**config.mk**
```make
export PLATFORM = sky130hd
export DESIGN_NAME = mac_result_drain_flat
export DESIGN_NICKNAME = d
export VERILOG_FILES = /design/src/rtl/mac_result_drain_pkg.sv /design/src/rtl/mac_result_drain_if.sv /design/src/rtl/mac_result_drain.sv /design/src/flat_wrapper.sv
export SDC_FILE = /design/constraint.sdc
export NUM_CORES = 1
export LEC_CHECK = 0
export CORE_AREA = 3 3 119 121
export CTS_CLUSTER_SIZE = 12
export DETAILED_ROUTE_END_ITERATION = 7
export DIE_AREA = 0 0 122 124
export PLACE_DENSITY = 0.83
export SETUP_SLACK_MARGIN = 0.02
export SKIP_LAST_GASP = 1
export SLEW_MARGIN = 20
export SYNTH_ARGS = -nofsm -noshare
export SYNTH_HDL_FRONTEND = slang
export SYNTH_SLANG_ARGS = --single-unit
```
**constraint.sdc**
```tcl
create_clock -name clk -period 10.19 [get_ports clk]
set_input_delay 1.019 -clock clk [delete_from_list [all_inputs] [get_ports clk]]
set_output_delay 1.019 -clock clk [all_outputs]
set_load 0.05 [all_outputs]
```
**src/rtl/mac_result_drain_pkg.sv**
```systemverilog
`default_nettype none
// ============================================================================
// Module   : mac_result_drain_pkg
// Purpose  : Shared types and sizing constants for mac_result_drain.
//            The accumulator bound and index width are kept identical to
//            the values used by mac_nn.
// Contents : drain_state_t  - drain FSM state encoding
//            MAX_NUM_ACC    - upper bound on accumulator cells
//            DEF_SEL_W      - accumulator select width derived from the bound
//            sel_width()    - index width needed to address n cells
// Revision : 1.0  initial release
// ============================================================================
package mac_result_drain_pkg;

  localparam int MAX_NUM_ACC = 8;

  // Width needed to address n cells; never narrower than one bit.
  function automatic int sel_width(input int n);
    return (n <= 1) ? 1 : $clog2(n);
  endfunction

  localparam int DEF_SEL_W = sel_width(MAX_NUM_ACC);

  typedef enum logic [0:0] {
    IDLE  = 1'b0,
    DRAIN = 1'b1
  } drain_state_t;

endpackage
`default_nettype wire

```
**src/rtl/mac_result_drain_if.sv**
```systemverilog
`default_nettype none
// ============================================================================
// Module   : mac_result_drain_if
// Purpose  : Valid/ready result stream from mac_result_drain to the output
//            writeback stage.
// Signals  : out_data    - bank entry at out_idx
//            out_idx     - index of the current entry
//            out_written - entry captured at least once since clear/reset
//            out_valid   - stream valid
//            out_ready   - consumer ready
//            out_last    - final entry of the bank
// Modports : master (drain side), slave (consumer side)
// Revision : 1.0  initial release
// ============================================================================
interface mac_result_drain_if #(
  parameter int ACC_W = 16,
  parameter int SEL_W = 3
);

  logic [ACC_W-1:0] out_data;
  logic [SEL_W-1:0] out_idx;
  logic             out_written;
  logic             out_valid;
  logic             out_ready;
  logic             out_last;

  modport master (
    output out_data,
    output out_idx,
    output out_written,
    output out_valid,
    output out_last,
    input  out_ready
  );

  modport slave (
    input  out_data,
    input  out_idx,
    input  out_written,
    input  out_valid,
    input  out_last,
    output out_ready
  );

endinterface
`default_nettype wire

```
**src/rtl/mac_result_drain.sv**
```systemverilog
`default_nettype none
// ============================================================================
// Module   : mac_result_drain
// Purpose  : Captures mac_nn results, tags each with the accumulator index
//            presented one cycle earlier, keeps the latest value per cell in
//            a shadow bank and streams the bank in index order on request.
// Ports    : clk, rst       - clock, asynchronous active-high reset
//            clear          - synchronous bank/flag clear (same as MAC clear)
//            do_mac_in      - a MAC operation is issued this cycle
//            acc_sel_in     - accumulator index issued to the MAC
//            acc_in         - MAC acc_out
//            acc_valid_in   - MAC valid_out
//            drain_start    - request to stream the bank
//            out_if         - result stream (master modport)
//            busy           - streaming in progress
//            done           - one-cycle pulse after the final handshake
//            err_overrun    - sticky: result arrived while streaming
//            err_orphan     - sticky: result arrived with no usable tag
// Revision : 1.0  initial release
// ============================================================================
module mac_result_drain
  import mac_result_drain_pkg::*;
#(
  parameter int ACC_W   = 16,
  parameter int NUM_ACC = MAX_NUM_ACC,
  parameter int SEL_W   = DEF_SEL_W
) (
  input  wire logic             clk,
  input  wire logic             rst,
  input  wire logic             clear,
  input  wire logic             do_mac_in,
  input  wire logic [SEL_W-1:0] acc_sel_in,
  input  wire logic [ACC_W-1:0] acc_in,
  input  wire logic             acc_valid_in,
  input  wire logic             drain_start,
  mac_result_drain_if.master    out_if,
  output logic                  busy,
  output logic                  done,
  output logic                  err_overrun,
  output logic                  err_orphan
);

  drain_state_t     r_state;
  drain_state_t     w_state_nxt;

  logic [SEL_W-1:0] r_idx;
  logic [SEL_W-1:0] r_tag_q;
  logic             r_tag_vld;
  logic [ACC_W-1:0] r_bank [NUM_ACC];
  logic [NUM_ACC-1:0] r_written;
  logic             r_done;
  logic             r_err_overrun;
  logic             r_err_orphan;

  logic             w_busy;
  logic             w_last;
  logic             w_fire;
  logic             w_tag_ok;
  logic             w_capture;
  logic             w_orphan;
  logic             w_overrun;

  // --------------------------------------------------------------------------
  // Next-state and stream outputs
  // --------------------------------------------------------------------------
  always_comb begin
    w_state_nxt = r_state;
    w_busy      = (r_state == DRAIN);
    w_last      = w_busy && (int'(r_idx) == NUM_ACC - 1);
    w_fire      = w_busy && out_if.out_ready;
    w_tag_ok    = r_tag_vld && (int'(r_tag_q) < NUM_ACC);

    // A result pairs with the tag captured on the previous edge; anything
    // arriving while streaming is dropped so the bank stays frozen.
    w_capture   = acc_valid_in && !clear && !w_busy && w_tag_ok;
    w_orphan    = acc_valid_in && !clear && !w_busy && !w_tag_ok;
    w_overrun   = acc_valid_in && !clear && w_busy;

    if (clear) begin
      w_state_nxt = IDLE;
    end else begin
      case (r_state)
        IDLE:    if (drain_start)        w_state_nxt = DRAIN;
        DRAIN:   if (w_fire && w_last)   w_state_nxt = IDLE;
        default:                         w_state_nxt = IDLE;
      endcase
    end

    // Quiet outputs outside DRAIN keep the stream at zero in IDLE and reset.
    out_if.out_valid   = w_busy;
    out_if.out_idx     = r_idx;
    out_if.out_data    = w_busy ? r_bank[r_idx] : '0;
    out_if.out_written = w_busy && r_written[r_idx];
    out_if.out_last    = w_last;

    busy        = w_busy;
    done        = r_done;
    err_overrun = r_err_overrun;
    err_orphan  = r_err_orphan;
  end

  // --------------------------------------------------------------------------
  // State register
  // --------------------------------------------------------------------------
  always_ff @(posedge clk or posedge rst) begin
    if (rst) begin
      r_state <= IDLE;
    end else begin
      r_state <= w_state_nxt;
    end
  end

  // --------------------------------------------------------------------------
  // Tag pipeline, shadow bank, index counter and status flags
  // --------------------------------------------------------------------------
  always_ff @(posedge clk or posedge rst) begin
    if (rst) begin
      r_tag_q       <= '0;
      r_tag_vld     <= 1'b0;
      r_idx         <= '0;
      r_written     <= '0;
      r_done        <= 1'b0;
      r_err_overrun <= 1'b0;
      r_err_orphan  <= 1'b0;
      for (int i = 0; i < NUM_ACC; i++) begin
        r_bank[i] <= '0;
      end
    end else begin
      r_tag_q   <= acc_sel_in;
      r_tag_vld <= do_mac_in && !clear;
      r_done    <= 1'b0;

      if (clear) begin
        // An aborted stream ends here without a done pulse.
        r_idx         <= '0;
        r_written     <= '0;
        r_err_overrun <= 1'b0;
        r_err_orphan  <= 1'b0;
        for (int i = 0; i < NUM_ACC; i++) begin
          r_bank[i] <= '0;
        end
      end else begin
        // Running sums: a later result for the same cell simply replaces it.
        if (w_capture) begin
          r_bank[r_tag_q]    <= acc_in;
          r_written[r_tag_q] <= 1'b1;
        end
        if (w_orphan) begin
          r_err_orphan <= 1'b1;
        end
        if (w_overrun) begin
          r_err_overrun <= 1'b1;
        end

        if (!w_busy && drain_start) begin
          r_idx <= '0;
        end else if (w_fire) begin
          if (w_last) begin
            r_idx  <= '0;
            r_done <= 1'b1;
          end else begin
            r_idx <= r_idx + 1'b1;
          end
        end
      end
    end
  end

endmodule
`default_nettype wire

```
**src/flat_wrapper.sv**
```systemverilog
// flat-port wrapper written by rule: the top's interface ports become plain ports
module mac_result_drain_flat import mac_result_drain_pkg::*;
#(
  parameter int ACC_W   = 16,
  parameter int NUM_ACC = MAX_NUM_ACC,
  parameter int SEL_W   = DEF_SEL_W
)
  (clk, rst, clear, do_mac_in, acc_sel_in, acc_in, acc_valid_in, drain_start, busy, done, err_overrun, err_orphan, out_if_out_data, out_if_out_idx, out_if_out_written, out_if_out_valid, out_if_out_last, out_if_out_ready);
  mac_result_drain_if #(.ACC_W(ACC_W), .SEL_W(SEL_W)) out_if_i ();
  input  wire logic clk;
  input  wire logic rst;
  input  wire logic clear;
  input  wire logic do_mac_in;
  input  wire logic [SEL_W-1:0] acc_sel_in;
  input  wire logic [ACC_W-1:0] acc_in;
  input  wire logic acc_valid_in;
  input  wire logic drain_start;
  output logic busy;
  output logic done;
  output logic err_overrun;
  output logic err_orphan;
  output wire logic [$bits(out_if_i.out_data)-1:0] out_if_out_data;
  output wire logic [$bits(out_if_i.out_idx)-1:0] out_if_out_idx;
  output wire logic [$bits(out_if_i.out_written)-1:0] out_if_out_written;
  output wire logic [$bits(out_if_i.out_valid)-1:0] out_if_out_valid;
  output wire logic [$bits(out_if_i.out_last)-1:0] out_if_out_last;
  input wire logic [$bits(out_if_i.out_ready)-1:0] out_if_out_ready;
  assign out_if_out_data = out_if_i.out_data;
  assign out_if_out_idx = out_if_i.out_idx;
  assign out_if_out_written = out_if_i.out_written;
  assign out_if_out_valid = out_if_i.out_valid;
  assign out_if_out_last = out_if_i.out_last;
  assign out_if_i.out_ready = out_if_out_ready;
  mac_result_drain #(.ACC_W(ACC_W), .NUM_ACC(NUM_ACC), .SEL_W(SEL_W)) u_core (.clk(clk), .rst(rst), .clear(clear), .do_mac_in(do_mac_in), .acc_sel_in(acc_sel_in), .acc_in(acc_in), .acc_valid_in(acc_valid_in), .drain_start(drain_start), .out_if(out_if_i), .busy(busy), .done(done), .err_overrun(err_overrun), .err_orphan(err_orphan));
endmodule
```
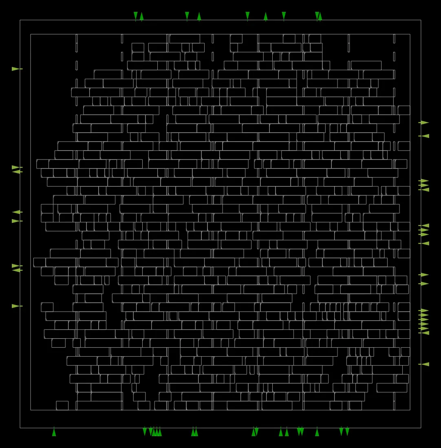
Fig. 1. Placed standard cells (run 1).
# rows: 42
Util after Layout: 67.65%
tally of non-filler cells in the final layout: 783
area of the core: 13190 um2
flop share of the area: 41.24%

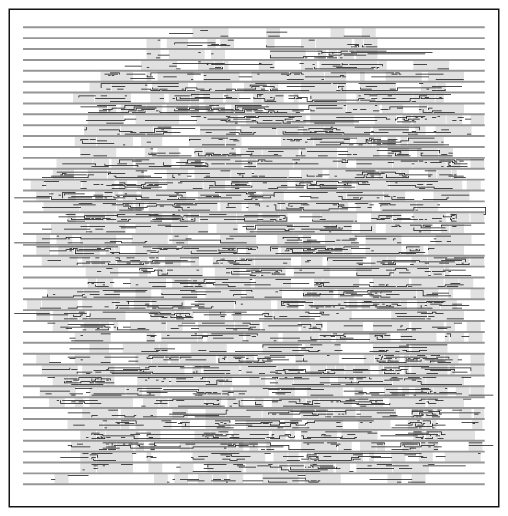
Fig. 2. Metal 1 (run 1).
Scale: 4 px per um. Supply wires on this layer in gray. Cells faint in the background.
- wire length on this layer: 7120 um
- nets with wire on the layer: 573
- longest straight run: 38.2 um
- main direction: horizontal

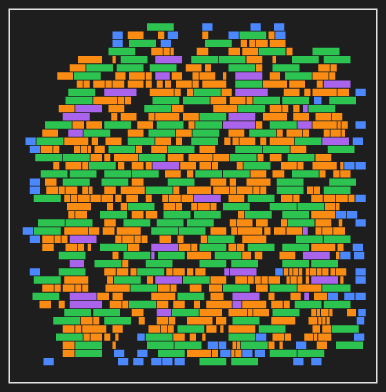
Fig. 3. Placed cells, one color a class (run 1).
Scale: 3 px per um.
- blue: remaining buffers and delay cells (cells 56; share of their area 6.3%)
- purple: clock drivers and dummy loads (cells 32; share of their area 7.4%)
- orange: remaining logic cells (cells 372; share of their area 44%)
- green: registers (cells 147; share of their area 42%)

==> run 1: per-stage QoR <==
| stage | utilization (%) | setup slack (ns) | instance area (um2) | power, mW |
|---|---|---|---|---|
| 5_1_grt | 67.65 | 5.895 | 8924 | 1.379 |
| 3_5_place_dp | 62.75 | 6.329 | 8277 | 0.6703 |
| 3_3_place_gp | 62.75 | 6.411 | 8277 | 0.6674 |
| 4_1_cts | 67.65 | 6.012 | 8924 | 1.346 |
| 2_1_floorplan | - | 5.220 | 7802 | 0.6424 |
| 6_report | 67.65 | 6.088 | 8924 | 1.336 |
==> run 1: metal layers <==
metal	part of all wire, %	track usage, %
met5	0	0
met4	1.3	7.983
met3	3.5	4.723
met2	50	38.47
met1	45	30.35
==> run 1: power by group through the flow <==
stage	logic, mW	clock network (mW)	registers, mW
after floorplan	0.0370	0	0.605
after global placement	0.0639	0	0.603
after detailed placement	0.0664	0	0.604
after CTS	0.0671	0.685	0.594
after global routing	0.0723	0.713	0.594
final	0.0662	0.676	0.594
==> run 1: kinds of logic after synthesis <==
family | Yosys count | share of synthesized area [%]
multiplexers | 180 | 33.19
AND/OR/NAND/NOR | 168 | 14.00
flip-flops | 147 | 47.15
buffers and inverters | 50 | 4.201
AND-OR/OR-AND | 14 | 1.139
adder cells (fa/ha/maj) | 2 | 0.3207
==> run 1: cells in the mapped netlist <==
library cell               count  area share (%)
sky130_fd_sc_hd__a31oi_1       1           0.080
sky130_fd_sc_hd__a21o_1        4            0.38
sky130_fd_sc_hd__nor2b_1     129              10
sky130_fd_sc_hd__mux2i_1      18             2.3
sky130_fd_sc_hd__buf_2         7            0.45
sky130_fd_sc_hd__and4b_1       1            0.13
sky130_fd_sc_hd__buf_6        10             1.4
sky130_fd_sc_hd__a21oi_1       3            0.19
sky130_fd_sc_hd__o21ai_0       4            0.26
sky130_fd_sc_hd__mux4_2       34             9.8
sky130_fd_sc_hd__clkbuf_1     20            0.96
sky130_fd_sc_hd__nor2_1       23             1.1
sky130_fd_sc_hd__nand4b_1      2            0.22
sky130_fd_sc_hd__buf_12        3            0.77
sky130_fd_sc_hd__buf_4         2            0.19
sky130_fd_sc_hd__a21o_2        1            0.11
sky130_fd_sc_hd__and2_2        1           0.096
sky130_fd_sc_hd__nor4bb_4      1            0.32
sky130_fd_sc_hd__nand2_1       3            0.14
sky130_fd_sc_hd__and3b_2       1            0.13
sky130_fd_sc_hd__and3_1        1           0.080
sky130_fd_sc_hd__ha_1          2            0.32
sky130_fd_sc_hd__nand4b_4      2            0.61
sky130_fd_sc_hd__dfrtp_1     147              47
sky130_fd_sc_hd__mux2_2       74              11
sky130_fd_sc_hd__nand4_4       1            0.27
sky130_fd_sc_hd__inv_1         7            0.34
sky130_fd_sc_hd__a311oi_1      1            0.11
sky130_fd_sc_hd__nand3_4       1            0.22
sky130_fd_sc_hd__and4bb_1      2            0.32
sky130_fd_sc_hd__mux2_4       54              10
sky130_fd_sc_hd__clkinv_1      1           0.048
==> flow_metrics.tcl, run 1 <==
# metrics dict for downstream scripts
set metrics [dict create \
    sequential_cell_total 147 \
    route.vias.total 4478 \
    finalHoldWorstSlack_ns 0.4820 \
    yosysChipArea_um2 7802 \
    gp_routability_congestion 0.7247 \
    hold_start "u_core.r_written[0]" \
    max-cap-violations 0 \
    r2r_cells 3 \
    buffers 56 \
    cts.htree.levels 4 \
    dr.pass1.iters 4 \
    p_int_mw 1.052 \
    dr.first_iter.drc_count 385 \
    status "complete, no violations" \
    grt_setup_unrepaired "no" \
    cts_tree "yes" \
    critical_path_cell_count 5 \
    post_synth_inst_count 561 \
    portBuffers 51 \
    worst_path_dominant_cell_family "buffers and inverters" \
    diodes 0 \
    clkTransAtPathRegs_ns 0.06 \
    nFillCells 914 \
    antenna_found_initial 0 \
    lay_top_count "sky130_fd_sc_hd__dfrtp_1" \
    maximum_number_of_buffers_from_clock_root_to_sink 2 \
    numPlacedInstances 751 \
    relative_area_of_clock_buffers_and_inverters_in_the_final_design_pct 7.249 \
    seq_power_share_pct 44.4 \
    syn_nets 589 \
    numSynthFlops 147 \
    timing.critical_path.buf_inv 2 \
    top_area_cell_class "multi-input combinational cells" \
    holdPathEnd "u_core.r_written[0]" \
    clock_latency_ns 0.43 \
    max_slew_margin_pct 24.39 \
    power.share.clock_pct 50.6 \
    timing.hold.worst.class "reg -> reg" \
    cp_slowest_cell "sky130_fd_sc_hd__clkdlybuf4s50_1" \
    floorplan.die_area_um2 15130 \
    biggestRegsByFlops "u_core.r_bank (128), u_core.r_written (8)" \
    final.setup_skew_ns 0.007263 \
    ctsHoldBuffers 0 \
    min_period_ns 4.102 \
    r2r_setup_slack_ns 7.33 \
]
Fig. 4: run 1, port wiring
Scale: 2 px per um.
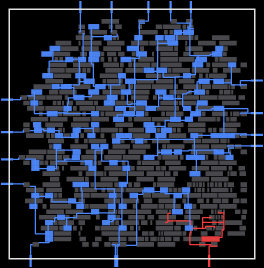

--- run 2 (diff from run 1) ---
Clock period 10.19 ns to 3.9 ns, I/O delays scaled along.
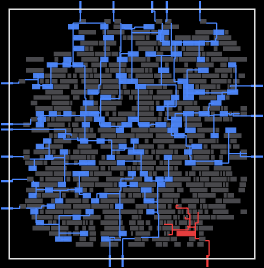
Fig. 5. Port wiring (run 2).
Scale: 2 px per um.
- blue: acc_in (bits 16; direction input; end cells 128; wire 1370 um)
- red: out_if_out_valid (bits 1; direction output; end cells 1; wire 75.7 um)

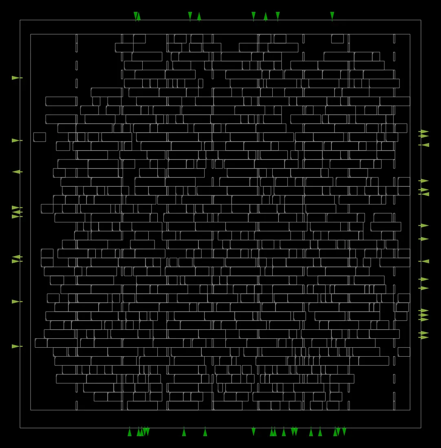
Fig. 6. Placed standard cells (run 2).
final sequential cell count: 147
count of filler cells inserted in the layout: 873
Util after Layout: 68.25%

==> run 2 against run 1 <==
Net effect:
- setup slack got worse by 5.6 ns
- first-iteration DRC count decreased by 24%
- synthesized area unchanged
- register-to-register slack got worse by 5.9 ns
- clock power increased to 2.7 times the previous value
- synthesized cell count unchanged
- flip-flop count unchanged
==> flow_metrics.tcl, run 2 <==
# metrics dict for downstream scripts
set metrics [dict create \
    pre_cts_slack_ns 0.9209 \
    synth_async_sr_flop_share_pct 100.0 \
    power.share.clock_pct 51.6 \
    r2r_cells 3 \
    post-synth-top-area-fraction_pct 47.15 \
    gp_routability_congestion 0.7270 \
    post_synth_main_area_contributors "sky130_fd_sc_hd__dfrtp_1, sky130_fd_sc_hd__mux2_2, sky130_fd_sc_hd__mux2_4, sky130_fd_sc_hd__nor2b_1, sky130_fd_sc_hd__mux4_2" \
    dr.first_iter.drc_count 292 \
    yosysMostFrequentCell "sky130_fd_sc_hd__dfrtp_1" \
    synth-edff-count 0 \
    post_synth_most_frequent_cells "sky130_fd_sc_hd__dfrtp_1, sky130_fd_sc_hd__nor2b_1, sky130_fd_sc_hd__mux2_2, sky130_fd_sc_hd__mux2_4, sky130_fd_sc_hd__mux4_2" \
    antenna_found_initial 0 \
    status "complete, no violations" \
    numSynthFlops 147 \
    grt_setup_unrepaired "no" \
    synthFlopType "sky130_fd_sc_hd__dfrtp_1" \
    post_synth_inst_count 561 \
    min_period_ns 3.367 \
    final_critical_path_setup_slack_ns 0.5328 \
    cts.htree.levels 4 \
    cts_tree "yes" \
    clock_latency_ns 0.42 \
    core_um2 13190 \
    final.setup_skew_ns 0.005638 \
]
## run 2: netlist changes by cell type in the layout (fill, tap and decap cells not counted), moves of 2 or more
cell | before | now
sky130_fd_sc_hd__buf_12 | 0 | 2
sky130_fd_sc_hd__buf_4 | 6 | 9
sky130_fd_sc_hd__bufinv_16 | 4 | 6
sky130_fd_sc_hd__clkbuf_8 | 5 | 2
## run 2: kinds of logic after synthesis
| kind of cell | after synthesis | synth area share, % |
|---|---|---|
| AND/OR/NAND/NOR | 168 | 14.00 |
| multiplexers | 180 | 33.19 |
| AND-OR/OR-AND | 14 | 1.139 |
| adder cells (fa/ha/maj) | 2 | 0.3207 |
| buffers and inverters | 50 | 4.201 |
| flip-flops | 147 | 47.15 |
## run 2: area by class of cell
class | count | area (um2)
clock buffer | 21 | 460.4
clock inverter | 10 | 203.9
fill | 873 | 4188
inverter | 8 | 33.78
multi-input combinational | 364 | 3796
sequential | 147 | 3680
tap | 176 | 220.2
timing repair buffer | 61 | 608.1
## run 2: final timing paths
| kind | start | to | slack (ns) |
|---|---|---|---|
| worst max-delay path | u_core.out_if.out_idx[1] | out_if_out_data[12] | 0.53 |
| worst max register to register | u_core.busy | u_core.r_bank[112] | 1.40 |
| worst min register to register | u_core.r_written[0] | u_core.r_written[0] | 0.49 |
| min in group asynchronous | rst | u_core.out_if.out_idx[2] | 0.48 |
| max in group asynchronous | rst | u_core.out_if.out_idx[1] | 2.88 |
| worst min-delay path | acc_sel_in[2] | u_core.r_tag_q[2] | 0.42 |
## run 2: worst max-delay path, stage by stage (launching register included)
cell	delay (ns)
sky130_fd_sc_hd__dfrtp_2	0.76
sky130_fd_sc_hd__buf_12	0.28
sky130_fd_sc_hd__mux4_2	0.53
sky130_fd_sc_hd__mux2i_1	0.21
sky130_fd_sc_hd__nor2_1	0.06
sky130_fd_sc_hd__clkdlybuf4s50_1	0.71
## run 2: layer usage
metal | track usage (%) | part of all wire, % | vias up
li1 | - | - | 2032
met1 | 31.22 | 43 | 2412
met2 | 39.95 | 52 | 92
met3 | 6.403 | 4.0 | 14
met4 | 6.723 | 1.2 | 0
met5 | 0 | 0 | -
## run 2: through the flow
step	total power [mW]	instance area [um2]	std cells	hold WS (ns)
finish	3.568	9002	787	0.4168
global route	3.670	9002	787	0.4084
CTS	3.587	9002	787	0.4094
detailed placement	1.755	8338	756	0.4747
global placement	1.748	8338	756	0.4595
floorplan	1.679	7806	561	0.4214
## run 2: power by group through the flow
stage / Combinational, mW / Sequential, mW / Clock, mW
2_1_floorplan: 0.0969 / 1.58 / 0
3_3_place_gp: 0.169 / 1.58 / 0
3_5_place_dp: 0.175 / 1.58 / 0
4_1_cts: 0.176 / 1.55 / 1.86
5_1_grt: 0.189 / 1.55 / 1.93
6_report: 0.174 / 1.55 / 1.84
Power and IR drop assume default switching activity.
